--- config.mk ---
export PLATFORM = sky130hd
export DESIGN_NAME = deserializer_1_to_10
export DESIGN_NICKNAME = d
export VERILOG_FILES = /design/src/rtl/deserializer_1_to_10.sv
export SDC_FILE = /design/constraint.sdc
export NUM_CORES = 1
export LEC_CHECK = 0
export CAP_MARGIN = 10
export CORE_ASPECT_RATIO = 0.5
export CORE_UTILIZATION = 39
export DETAILED_ROUTE_END_ITERATION = 10
export PLACE_DENSITY = 0.68
export SYNTH_ARGS = -nofsm -noshare
export SYNTH_HDL_FRONTEND = slang
export SYNTH_SLANG_ARGS = --single-unit
--- constraint.sdc ---
create_clock -name clk_i -period 3.35 [get_ports clk_i]
set_input_delay 1.005 -clock clk_i [delete_from_list [all_inputs] [get_ports clk_i]]
set_output_delay 1.005 -clock clk_i [all_outputs]
set_load 0.03 [all_outputs]
--- src/rtl/deserializer_1_to_10.sv ---
// deserializer_1_to_10: 1:10 TMDS deserializer that finds the word boundary from control tokens.
// Define DESER_LOSS_CNT_EN to add loss_cnt_o, a saturating count of LOCKED->SEARCH transitions.
module deserializer_1_to_10 #(
   parameter int unsigned LOCK_MATCHES  = 4,
   parameter int unsigned TIMEOUT_WORDS = 2048
) (
   input  logic       clk_i,
   input  logic       rst_i,
   input  logic       ser_i,
   output logic [9:0] d_o,
   output logic       valid_o,
   output logic       ctrl_o,
   output logic       locked_o
`ifdef DESER_LOSS_CNT_EN
   ,
   output logic [7:0] loss_cnt_o
`endif
);

   typedef enum logic [1:0] {
      ST_SEARCH = 2'd0,
      ST_VERIFY = 2'd1,
      ST_LOCKED = 2'd2
   } state_t;

   localparam logic [3:0]  LOCK_M       = 4'(LOCK_MATCHES);
   localparam logic [15:0] TIMEOUT_W    = 16'(TIMEOUT_WORDS);
   localparam logic [9:0]  CTRL_TOK [4] = '{10'h354, 10'h0AB, 10'h154, 10'h2AB};

   state_t      state_q, state_d;
   logic [9:0]  sreg_q;
   logic [3:0]  cnt_q, cnt_d;
   logic [3:0]  match_cnt_q, match_cnt_d;
   logic [15:0] to_cnt_q, to_cnt_d;
   logic [9:0]  d_q, d_d;
   logic        valid_q, valid_d;
   logic        ctrl_q, ctrl_d;
   logic [3:0]  tok_hit;
   logic        tok;
   logic        boundary;
   logic [3:0]  match_inc;
   logic [15:0] to_inc;

   for (genvar gi = 0; gi < 4; gi++) begin : g_tok
      assign tok_hit[gi] = (sreg_q == CTRL_TOK[gi]);
   end

   assign tok       = |tok_hit;
   assign boundary  = (cnt_q == 4'd9);
   assign match_inc = match_cnt_q + 4'd1;
   assign to_inc    = to_cnt_q + 16'd1;

   always_ff @(posedge clk_i or posedge rst_i) begin
      if (rst_i) begin
         state_q     <= ST_SEARCH;
         sreg_q      <= 10'd0;
         cnt_q       <= 4'd0;
         match_cnt_q <= 4'd0;
         to_cnt_q    <= 16'd0;
         d_q         <= 10'd0;
         valid_q     <= 1'b0;
         ctrl_q      <= 1'b0;
      end else begin
         state_q     <= state_d;
         sreg_q      <= {ser_i, sreg_q[9:1]};
         cnt_q       <= cnt_d;
         match_cnt_q <= match_cnt_d;
         to_cnt_q    <= to_cnt_d;
         d_q         <= d_d;
         valid_q     <= valid_d;
         ctrl_q      <= ctrl_d;
      end
   end

   always_comb begin
      state_d     = state_q;
      cnt_d       = boundary ? 4'd0 : cnt_q + 4'd1;
      match_cnt_d = match_cnt_q;
      to_cnt_d    = to_cnt_q;
      d_d         = d_q;
      valid_d     = 1'b0;
      ctrl_d      = ctrl_q;
      case (state_q)
         ST_SEARCH: begin
            // Any bit position may start a token; restart the phase on the hit.
            if (tok) begin
               cnt_d       = 4'd0;
               match_cnt_d = 4'd1;
               state_d     = (LOCK_M == 4'd1) ? ST_LOCKED : ST_VERIFY;
            end
         end
         ST_VERIFY: begin
            if (boundary) begin
               if (tok) begin
                  match_cnt_d = match_inc;
                  if (match_inc >= LOCK_M) begin
                     state_d  = ST_LOCKED;
                     to_cnt_d = 16'd0;
                  end
               end else begin
                  match_cnt_d = 4'd0;
                  state_d     = ST_SEARCH;
               end
            end
         end
         ST_LOCKED: begin
            if (boundary) begin
               if (tok) begin
                  to_cnt_d = 16'd0;
                  d_d      = sreg_q;
                  valid_d  = 1'b1;
                  ctrl_d   = 1'b1;
               end else if (to_inc == TIMEOUT_W) begin
                  // The word that exhausts the timeout is dropped, not delivered.
                  state_d     = ST_SEARCH;
                  to_cnt_d    = 16'd0;
                  match_cnt_d = 4'd0;
               end else begin
                  to_cnt_d = to_inc;
                  d_d      = sreg_q;
                  valid_d  = 1'b1;
                  ctrl_d   = 1'b0;
               end
            end
         end
         default: begin
            state_d = ST_SEARCH;
         end
      endcase
   end

   assign d_o      = d_q;
   assign valid_o  = valid_q;
   assign ctrl_o   = ctrl_q;
   assign locked_o = (state_q == ST_LOCKED);

`ifdef DESER_LOSS_CNT_EN
   logic [7:0] loss_cnt_q, loss_cnt_d;
   logic       lock_lost;

   assign lock_lost = (state_q == ST_LOCKED) && (state_d == ST_SEARCH);

   always_comb begin
      loss_cnt_d = loss_cnt_q;
      if (lock_lost && (loss_cnt_q != 8'hFF)) begin
         loss_cnt_d = loss_cnt_q + 8'd1;
      end
   end

   always_ff @(posedge clk_i or posedge rst_i) begin
      if (rst_i) begin
         loss_cnt_q <= 8'd0;
      end else begin
         loss_cnt_q <= loss_cnt_d;
      end
   end

   assign loss_cnt_o = loss_cnt_q;
`endif

endmodule

**Run 1: the metal 1 layer**

Supply wires on this layer in grey.
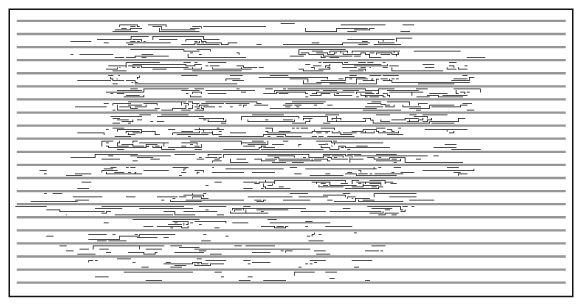
share of all routed wire: 48%
wire length on this layer: 2,530 um
main direction: horizontal
nets with wire on the layer: 262
DR vias: 1,985
final wirelength: 5280 um
grt met1 use: 21.6%

**Run 1: M2 wires**

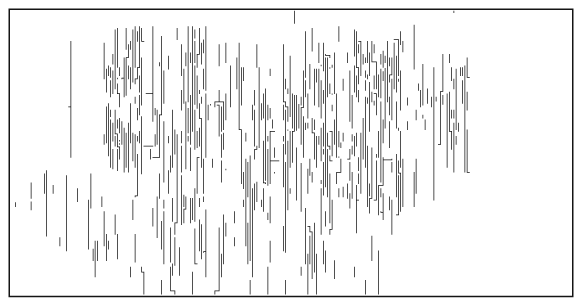
nets with wire on the layer: 244
share of all routed wire: 47%
main direction: vertical
longest straight run: 27.5 um
met2 Use GR: 28.4%

**Run 1: the metal 3 layer**

Bar = 20 um. Cells faint in the background.
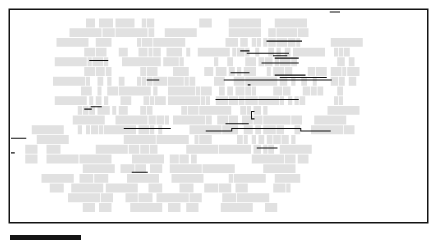
wire length on this layer: 211 um
nets with wire on the layer: 22
longest straight run: 29.9 um
M3 GR Usage: 4.29%

**Run 1: selected gate families**

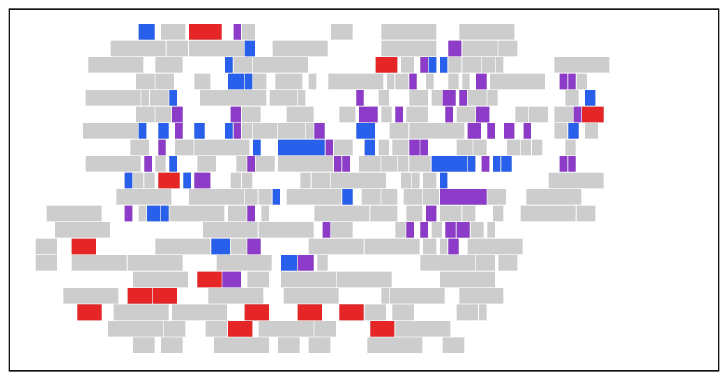
[purple] NAND gates | cells: 49
[blue] NOR gates | cells: 32
[red] multiplexers | cells: 14
fraction of area in multi-input gates: 42.2%
Layout Cells excl Fill: 362
most numerous logic cell after layout: dfrtp_1

run 1: layer usage:
layer  GRT usage (%)  part of all wire, %  vias up  routed length (um)
li1                -                    -      969                   -
met1            21.6                   48      965                2530
met2            28.4                   47       47                2490
met3            4.29                  4.0        4                 211
met4            5.42                 0.83        0                  44
met5               0                    0        -                   0
run 1: synthesized netlist by cell type (all sizes together), types with 2 or more instances:
library cell   n
o22ai          9
nand4b         2
nor4b          2
mux2i          3
nand3          9
inv           15
or4            2
nor3           9
buf            5
nand3b         2
o41ai          4
o21ai         15
and3           3
mux2          11
a21oi          9
xnor2          7
a21boi         2
a21o           3
nor3b          3
and3b          2
and4           5
nand4          6
or3            2
nand2         29
and2           4
ha             6
nor2          16
o31a           2
a22o           3
a2111oi        2
dfrtp         48
==> GITHUB_STEP_SUMMARY, run 1 <==
### Metrics collected by this job

| Metric | Value |
|---|---|
| Status | completed |
| DIE HEIGHT | 59.4 um |
| Ys async rst share | 100% |
| H-tree depth | 2 |
| Tot GR Track Use | between 15 and 20% |
| Largest net degree at the start of global routing | 27 |
| Slew headroom | between 40% and 50% |
| Clock group total power | 575 uW |
| Cts bufs inserted | 5 |
| Synth Area per Inst | 10.2 um2 |
| Layout cells sized above 1 | 13.9% |
| Sequential cell area | 1200 um2 |
| Leak | ~0.0013 uW |
| Placed cells | 354 |
| R2R Path End | match_cnt_q[0] |
| Ys cells | 253 |
| Diode count | 0 |
| Clk pwr share | 41.7% |
| Aoi share | 14.8% |
| Pwr Density | approximately 460 nW/um2 |
| EDFF count, synth | 0 |
| Final Skew | 5.92 ps |
| Crit path DAT | around 1900 ps |
| Most frequent logic cells in the routed design | dfrtp_1 (48), nand2_1 (29), nor2_1 (16) |
| Drt pass-1 iters | 4 |
| Multi-input gates | 184 |
| Cell type with the largest total area | dfrtp_1 |
| Area post-placement | around 2800 um2 |
| Sw Ratio | about 25% |
| Vias/cell | approximately 5.5 |
| Largest logic family | simple AND/OR/NAND/NOR gates |
| Setup WS pre-CTS | 675 ps |
| Clk ins delay skew pair | roughly 290 ps |
| Number of port buffers | 15 |
| Reg2Reg Depth | 8 |
| Seq share, synth | 46.8% |
| Power share of the combinational group | 11.4% |
| DR DRC count | 0 |
| ANT nets after route | 0 |
| Hold Path End | sreg_q[8] |
| Slew Limit Fails | 0 |
| Final hold violation count | 0 |
| Critical Path Source | state_q[0] |
| Tapcell count | 88 |
| Top cell area share | 46.8% |
| Comb power | 157 uW |
| First-pass GRT wire length | just under 9000 um |
| CP Capture Type | output pin |
| Grt ovf | 0 |
| Clock root cell | clkbuf_16 |
| Max power group | registers |
| Post-layout period usage | 85.8% |
| Net Count, Synth | between 200 and 300 |
| DIE AREA | roughly 6900 um2 |
| Initial antenna violation count | 0 |
| Sequential power | 648 uW |
| Critical Path Stages | 3 |
| Crit path largest cell delay | 730 ps |
| Worst r2r src | to_cnt_q[0] |
| Clk sinks | 48 |
| MUX share of area | about 6.1% |
| Unique masters post-synth | 54 |
| Sequential power share | 46.9% |
| Core area | around 6200 um2 |
| Hold-fix buffers, CTS | 0 |
| Yosys simple share | 22.7% |
| Type of origin of the critical path | register |
| Worst setup margin | roughly 480 ps |
| Vias in the first global route | 1,936 |
| CTS clk-pin slew, worst paths | about 60 ps |
| Final Util | 48.3% |
| Number of clock-tree buffers in the layout | 5 |
| Cell-internal power | 1040 uW |
| FFs & Latches | 48 |
| Yosys Chip Area | 2570 um2 |
| Slowest cell on crit path | clkdlybuf4s50_1 |
| Largest class | combinational gates |
| WL/cell | 14.6 um |
| CTS tree | built |
| Number of DRC markers in iteration 0 | 74 |
| Routability Congestion | between 0.9 and 1 |
| Buf/Inv on CP | 2 |
| Synthesized instance count | 253 |
| Non-clk buf share | 6.43% |
| Logic inverters | 15 |
| Largest fanout on the critical path | 9 |
| Fill count | 608 |
| Post-detail-place hpwl | 3880 um |
| Post-CTS Setup Bufs | 0 |
| Hold path cells | 0 |
| Area Overhead vs Synth | 16.7% |
| Maxcap violations | 0 |
| Clk buf depth | 2 |
| Worst EP required | approximately 2300 ps |
| Die Wd | 117 um |
| Register share of the cell area | 40.1% |
| Post-CTS Resized | 0 |
| Tmin final | 2870 ps |
| Nonclk buf count | 19 |
| Min Hold Slack | 386 ps |
| Highest clock rate | ~350 MHz |
| Slew @ Worst Pin | 851 ps |
| Yosys warning total | 0 |
| Fp util | about two fifths |
| Register bank with the most flops | to_cnt_q |
| Dominant register cell | dfrtp_1 |
| #FFs+latches synth | 48 |
| Internal reg-to-reg setup slack | approximately 650 ps |
| Crit Path Category | register to output pin |
| Io pins | 16 |
| Clock-cell share | about 5.7% |
==> run 2, diff against run 1 <==
--- a/config.mk
+++ b/config.mk
@@ -9,6 +9,7 @@
 export CORE_ASPECT_RATIO = 0.5
 export CORE_UTILIZATION = 39
 export DETAILED_ROUTE_END_ITERATION = 10
+export HOLD_SLACK_MARGIN = 0.08
 export PLACE_DENSITY = 0.68
 export SYNTH_ARGS = -nofsm -noshare
 export SYNTH_HDL_FRONTEND = slang
==> constraint.sdc (replaced) <==
create_clock -name clk_i -period 3.4 [get_ports clk_i]
set_input_delay 0.51 -clock clk_i [delete_from_list [all_inputs] [get_ports clk_i]]
set_output_delay 0.51 -clock clk_i [all_outputs]
set_load 0.03 [all_outputs]
==> GITHUB_STEP_SUMMARY, run 2 <==
### Metrics collected by this job

| Metric | Value |
|---|---|
| Multi-input gates | 184 (unchanged) |
| DIE AREA | 6930 um2 (unchanged) |
| CTS clk-pin slew, worst paths | 70 ps (about the same) |
| Grt ovf | 0 (unchanged) |
| Pwr Density | 458 nW/um2 (-0.61%) |
| Final wirelength | 5320 um (+0.68%) |
| Highest clock rate | approximately 380 MHz |
| Dominant register cell | dfrtp_1 |
| Worst Hold Class | register to register |
| Placed cells | 353 (-0.28%) |
| Slew headroom | 35.4% (-7.5 points) |
| Synth Area per Inst | 10.2 um2 (unchanged) |
| Final Skew | 3.78 ps (-2.15 ps) |
| Register bank with the most flops | to_cnt_q |
| Clk buf depth | 2 (unchanged) |
| Buf/Inv on CP | 0 (-2) |
| Die Wd | 117 um (unchanged) |
| Ys async rst share | 100% (unchanged) |
| Post-CTS Resized | 0 (unchanged) |
| Status | completed |
| Cts bufs inserted | 5 (unchanged) |
| Number of clock-tree buffers in the layout | 5 (unchanged) |
| Net Count, Synth | 262 (unchanged) |
| CP Capture Type | register |
| Leak | 0.00131 uW (-0.81%) |
| Diode count | 0 (unchanged) |
| Worst-path cell chain | ha_1 > and2_1 > a311oi_1 > a41oi_2 > nor4_4 > a21boi_2 > or3_4 > mux2_4 |
| Post-detail-place hpwl | 3630 um (-6.5%) |
| Net Switching | 342 uW |
| Slew Limit Fails | 0 (unchanged) |
| Non-clk buf share | 5.80% (-0.63 points) |
| Vias in the first global route | 1,847 (-4.6%) |
| Vias/cell | 5.51 (+0.53%) |
| Most numerous logic cell after layout | dfrtp_1 |
| Aoi share | 14.8% (unchanged) |
| Nonclk buf count | 18 (-1) |
| H-tree depth | 2 (unchanged) |
| Comb power | 151 uW (-4%) |
| Worst EP required | 3580 ps (+1240 ps) |
| Seq share, synth | 46.8% (unchanged) |
| Power share of the combinational group | 11.0% (-0.4 points) |
| Yosys Chip Area | 2570 um2 (unchanged) |
| Sequential cell area | 1200 um2 (unchanged) |
| CTS tree | built |
| Hold-fix buffers, CTS | 0 (unchanged) |
| Tmin final | 2620 ps |
| Clock group total power | 575 uW (about the same) |
| Largest net degree at the start of global routing | 49 (+81%) |
| Fill count | 592 (-2.6%) |
| Clock-cell share | 5.76% (+0.038 points) |
| Io pins | 16 (unchanged) |
| Metal2 WL | 2420 um (-3.1%) |
| Most frequent cells after synthesis | dfrtp_1 (48), nand2_1 (29), nor2_1 (16), inv_1 (15), o21ai_0 (15) |
| Min Hold Slack | 387 ps (+1.30 ps) |
| Fp util | 41.4% (unchanged) |
| FFs & Latches | 48 (unchanged) |
| Layout Cells excl Fill | 361 (-0.28%) |
| M1 WL | 2640 um (+4.3%) |
| Largest register FFs | 16 |
| DR DRC count | 0 (unchanged) |
| Maxcap violations | 0 (unchanged) |
| Crit path largest cell delay | 450 ps (-280 ps) |
| Worst setup margin | 779 ps (+303 ps) |
| Post-layout period usage | 77.1% |
| Setup WS pre-CTS | 821 ps (+146 ps) |
| Crit Path Category | register to register |
| DR WL met3 | 198 um (-6.2%) |
| Clk ins delay skew pair | 290 ps (about the same) |
| Fin area | 2980 um2 |
| DIE HEIGHT | 59.4 um (unchanged) |
| Fraction of area in multi-input gates | 42.5% (+0.28 points) |
| Slew @ Worst Pin | 968 ps (+117 ps) |
| Tapcell count | 88 (unchanged) |
| WL/cell | 14.7 um (+0.96%) |
| First-pass GRT wire length | 9150 um (+3.1%) |
| Largest fanout on the critical path | 7 (-2) |
| Crit path DAT | 2800 ps (+930 ps) |
| Clk sinks | 48 (unchanged) |
| Type of origin of the critical path | register |
| Slowest cell on crit path | dfrtp_1 |
| Cell type with the largest total area | dfrtp_1 |
| Layout cells sized above 1 | 13.6% (-0.32 points) |
| Logic inverters | 15 (unchanged) |
| MUX share of area | 6.14% (unchanged) |
| Sequential power share | 46.8% (about the same) |
| Ys cells | 253 (unchanged) |
| Top Metal Used | met4 |
| Unique masters post-synth | 54 (unchanged) |
| Family with the most delay on the worst path | simple AND/OR/NAND/NOR gates |
| Number of port buffers | 15 (unchanged) |
| Yosys warning total | 0 (unchanged) |
| Register share of the cell area | 40.3% (+0.27 points) |
| Clk pwr share | 42.2% (+0.5 points) |
| Sw Ratio | 25.1% (+0.15 points) |
| Number of DRC markers in iteration 0 | 116 (+57%) |
| EDFF count, synth | 0 (unchanged) |
| Initial antenna violation count | 0 (unchanged) |
| Yosys simple share | 22.7% (unchanged) |
| Sequential power | 638 uW (-2%) |
| Cell-internal power | 1020 uW (-1.5%) |
| Max power group | registers |
| Tot GR Track Use | 17.6% (+0.68 points) |
| ANT nets after route | 0 (unchanged) |
| Area Overhead vs Synth | 15.9% |
| Routability Congestion | 0.881 (-3.2%) |
| Drt pass-1 iters | 7 (+3) |
| Most frequent logic cells in the routed design | dfrtp_1 (48), nand2_1 (29), nor2_1 (16) |
| Power after layout | 1360 uW |
| Most common cell in the netlist | dfrtp_1 |
| Final hold violation count | 0 (unchanged) |
| Core area | 6210 um2 (unchanged) |
| Post-CTS Setup Bufs | 0 (unchanged) |
| Largest class | combinational gates |
| Clock root cell | clkbuf_16 |
| Top cell area share | 46.8% (unchanged) |
| Synthesized instance count | 253 (unchanged) |
| Largest logic family | simple AND/OR/NAND/NOR gates |
| #FFs+latches synth | 48 (unchanged) |
| Final Util | 48.0% (-0.32 points) |
| Area post-placement | 2810 um2 (-0.71%) |
| Setup TNS Final | 0 ps |
[run 2: final timing paths]
| check | start | end | slack (ps) | cells past startpoint |
|---|---|---|---|---|
| max in group asynchronous | rst_i | cnt_q[3] | 2040 | 2 |
| min in group asynchronous | rst_i | to_cnt_q[8] | 760 | 2 |
| setup reg to reg | to_cnt_q[0] | match_cnt_q[0] | 780 | 8 |
| hold / removal | sreg_q[9] | sreg_q[8] | 390 | 0 |
| hold reg to reg | sreg_q[9] | sreg_q[8] | 390 | 0 |
| setup / recovery | to_cnt_q[0] | match_cnt_q[0] | 780 | 8 |
[run 2: layer usage]
metal,vias up,GRT usage [%]
li1,968,-
met1,969,24.1
met2,44,27.3
met3,9,3.78
met4,0,7.23
met5,-,0
**Run 2: M2 wires**

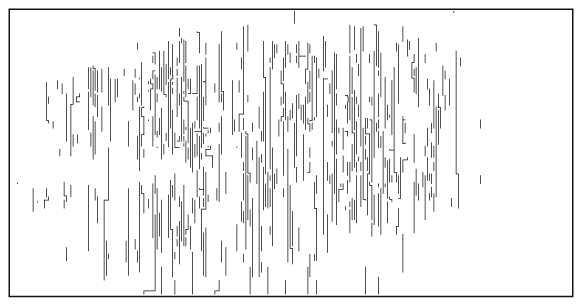
nets with wire on the layer: 243
main direction: vertical

**Run 2: the metal 1 layer**

Supply wires on this layer in grey.
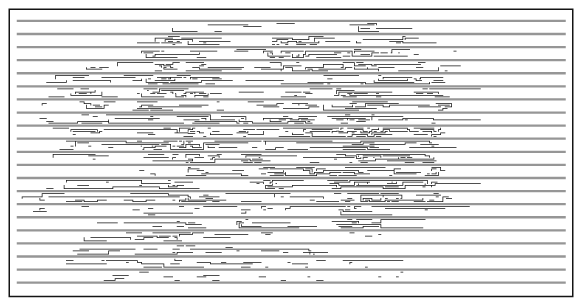
wire length on this layer: 2,640 um
nets with wire on the layer: 263
share of all routed wire: 50%
longest straight run: 27.1 um
main direction: horizontal
DR vias: 1,990
grt met1 use: 24.1%

==> run 3, diff against run 2 <==
==> constraint.sdc (replaced) <==
create_clock -name clk_i -period 2.55 [get_ports clk_i]
set_input_delay 0.3825 -clock clk_i [delete_from_list [all_inputs] [get_ports clk_i]]
set_output_delay 0.3825 -clock clk_i [all_outputs]
set_load 0.03 [all_outputs]
==> GITHUB_STEP_SUMMARY, run 3 <==
### Metrics collected by this job

| Metric | Value |
|---|---|
| Status | completed |
| Die Wd | 117 um (unchanged) |
| Worst r2r src | to_cnt_q[0] |
| Setup crit end | match_cnt_q[3] |
| Cts bufs inserted | 5 (unchanged) |
| Type of origin of the critical path | register |
| Final hold violation count | 0 (unchanged) |
| Yosys Chip Area | 2570 um2 (unchanged) |
| Comb power | 212 uW (+40%) |
| Worst setup margin | 61.7 ps (-717 ps) |
| Cell-internal power | 1370 uW (+34%) |
| Clk ins delay skew pair | 290 ps (about the same) |
| Fp util | 41.4% (unchanged) |
| Yosys simple share | 22.7% (unchanged) |
| Vias/cell | 5.48 (-0.64%) |
| Metal2 WL | 2600 um (+7.7%) |
| Largest fanout on the critical path | 5 (-2) |
| Number of port buffers | 15 (unchanged) |
| R2R Path End | match_cnt_q[3] |
| Hold-fix buffers, CTS | 0 (unchanged) |
| Layout Cells excl Fill | 373 (+3.3%) |
| Aoi share | 14.8% (unchanged) |
| Setup WS pre-CTS | 49.2 ps (-771 ps) |
| Slew headroom | 51.7% (+16 points) |
| Post-layout period usage | 97.6% (+20 points) |
| Post-CTS Resized | 0 (unchanged) |
| DR WL met3 | 269 um (+36%) |
| Power share of the combinational group | 11.7% (+0.7 points) |
| Post-detail-place hpwl | 3940 um (+8.7%) |
| Synth Area per Inst | 10.2 um2 (unchanged) |
| Slew Limit Fails | 0 (unchanged) |
| Top Metal Used | met4 |
| Leak | 0.00139 uW (+6.1%) |
| Initial antenna violation count | 0 (unchanged) |
| Final Util | 50.0% (+2.0 points) |
| Worst EP required | 2710 ps (-870 ps) |
| Internal reg-to-reg setup slack | 60 ps (-720 ps) |
| Hold path start | sreg_q[9] |
| Power after layout | 1820 uW (+34%) |
| Sw Ratio | 24.9% (-0.19 points) |
| Seq share, synth | 46.8% (unchanged) |
| Largest net degree at the start of global routing | 35 (-29%) |
| Worst-path cell chain | ha_1 > and2_1 > a311oi_2 > a41oi_2 > nor4_4 > a21boi_2 > or3_4 > o41ai_1 |
| Vias in the first global route | 1,905 (+3.1%) |
| CTS tree | built |
| Ys cells | 253 (unchanged) |
| CP Capture Type | register |
| Worst Hold Class | register to register |
| Maxcap violations | 0 (unchanged) |
| Synthesized instance count | 253 (unchanged) |
| Dominant register cell | dfrtp_1 |
| Number of DRC markers in iteration 0 | 96 (-17%) |
| DIE AREA | 6930 um2 (unchanged) |
| Net Switching | 454 uW (+33%) |
| EDFF count, synth | 0 (unchanged) |
| Clock root cell | clkbuf_16 |
| DR vias | 2,043 (+2.7%) |
| Most common cell in the netlist | dfrtp_1 |
| Critical Path Source | to_cnt_q[0] |
| Tot GR Track Use | 17.7% (+0.12 points) |
| Area post-placement | 2900 um2 (+3.2%) |
| Unique masters post-synth | 54 (unchanged) |
| Crit Path Category | register to register |
| Sequential power | 852 uW (+34%) |
| WL/cell | 14.8 um (+0.37%) |
| Crit path largest cell delay | 400 ps (-50 ps) |
| First-pass GRT wire length | 9200 um (+0.52%) |
| Placed cells | 365 (+3.4%) |
| Post-CTS Setup Bufs | 0 (unchanged) |
| Core area | 6210 um2 (unchanged) |
| Routability Congestion | 0.857 (-2.7%) |
| Clk pwr share | 41.6% (-0.6 points) |
| Min Hold Slack | 402 ps (+15.1 ps) |
| Hold Path End | sreg_q[8] |
| Largest logic family | simple AND/OR/NAND/NOR gates |
| DR DRC count | 0 (unchanged) |
| Area Overhead vs Synth | 20.8% |
| Layout cells sized above 1 | 18.9% (+5.4 points) |
| Net Count, Synth | 262 (unchanged) |
| Setup TNS Final | 0 ps (unchanged) |
| Register bank with the most flops | to_cnt_q |
| Grt ovf | 0 (unchanged) |
| Pwr Density | 587 nW/um2 (+28%) |
| Top cell area share | 46.8% (unchanged) |
| Max power group | registers |
| Final Skew | 6.82 ps (+3.04 ps) |
| #FFs+latches synth | 48 (unchanged) |
| Crit path DAT | 2650 ps (-150 ps) |
| Ys async rst share | 100% (unchanged) |
| Clk buf depth | 2 (unchanged) |
| ANT nets after route | 0 (unchanged) |
| Slowest cell on crit path | or3_4 |
| Sequential power share | 46.8% (about the same) |
| Highest clock rate | 402 MHz (+5.3%) |
| Hold path cells | 0 (unchanged) |
| Fin area | 3100 um2 (+4.2%) |
| M1 WL | 2580 um (-2.3%) |
| Diode count | 0 (unchanged) |
| Yosys warning total | 0 (unchanged) |
| Most frequent logic cells in the routed design | dfrtp_1 (48), nand2_1 (29), nor2_1 (16) |
| Tmin final | 2490 ps (-133 ps) |
| Drt pass-1 iters | 4 (-3) |
| Reg2Reg Depth | 8 (unchanged) |
-- run 3: cell types whose count changed in the layout (fill, tap and decap cells not counted), sizes merged --
cell / delta
buf: +12
clkinv: +2
clkinvlp: -1
inv: -1
-- run 3: per-layer routing --
layer	vias to the layer above	track usage, %
li1	990	-
met1	996	23.3
met2	51	28.7
met3	6	4.50
met4	0	6.15
met5	-	0
-- run 3: layout make-up --
type / instances / area, um2
repair buffers: 30 / 263
multi-input cells: 184 / 1300
clock inverters: 3 / 47.5
well taps: 88 / 110
fillers: 586 / 3100
clock buffers: 5 / 125
inverters: 15 / 56.3
flip-flops and latches: 48 / 1200
-- run 3: worst max-delay path: cells and delay by family, from the launching register on --
family	cells	cell delay, ps
and+or+nand+nor	3	880
AOI/OAI and AO/OA	4	830
DFF	1	390
adders and majority gates	1	260
**Run 3: the metal 3 layer**

Bar = 20 um. Cells faint in the background.
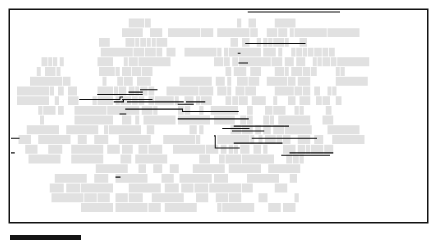
longest straight run: 25.5 um
share of all routed wire: 4.9%
main direction: horizontal
nets with wire on the layer: 19
wire length on this layer: 270 um

**Run 3: the metal 1 layer**

Supply wires on this layer in grey.
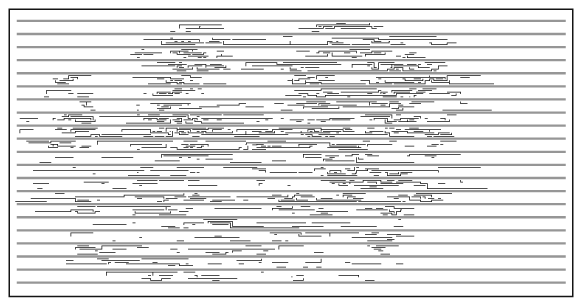
wire length on this layer: 2,580 um
longest straight run: 23.0 um
share of all routed wire: 47%
nets with wire on the layer: 269
main direction: horizontal

Power is estimated from default activity; no workload was simulated.
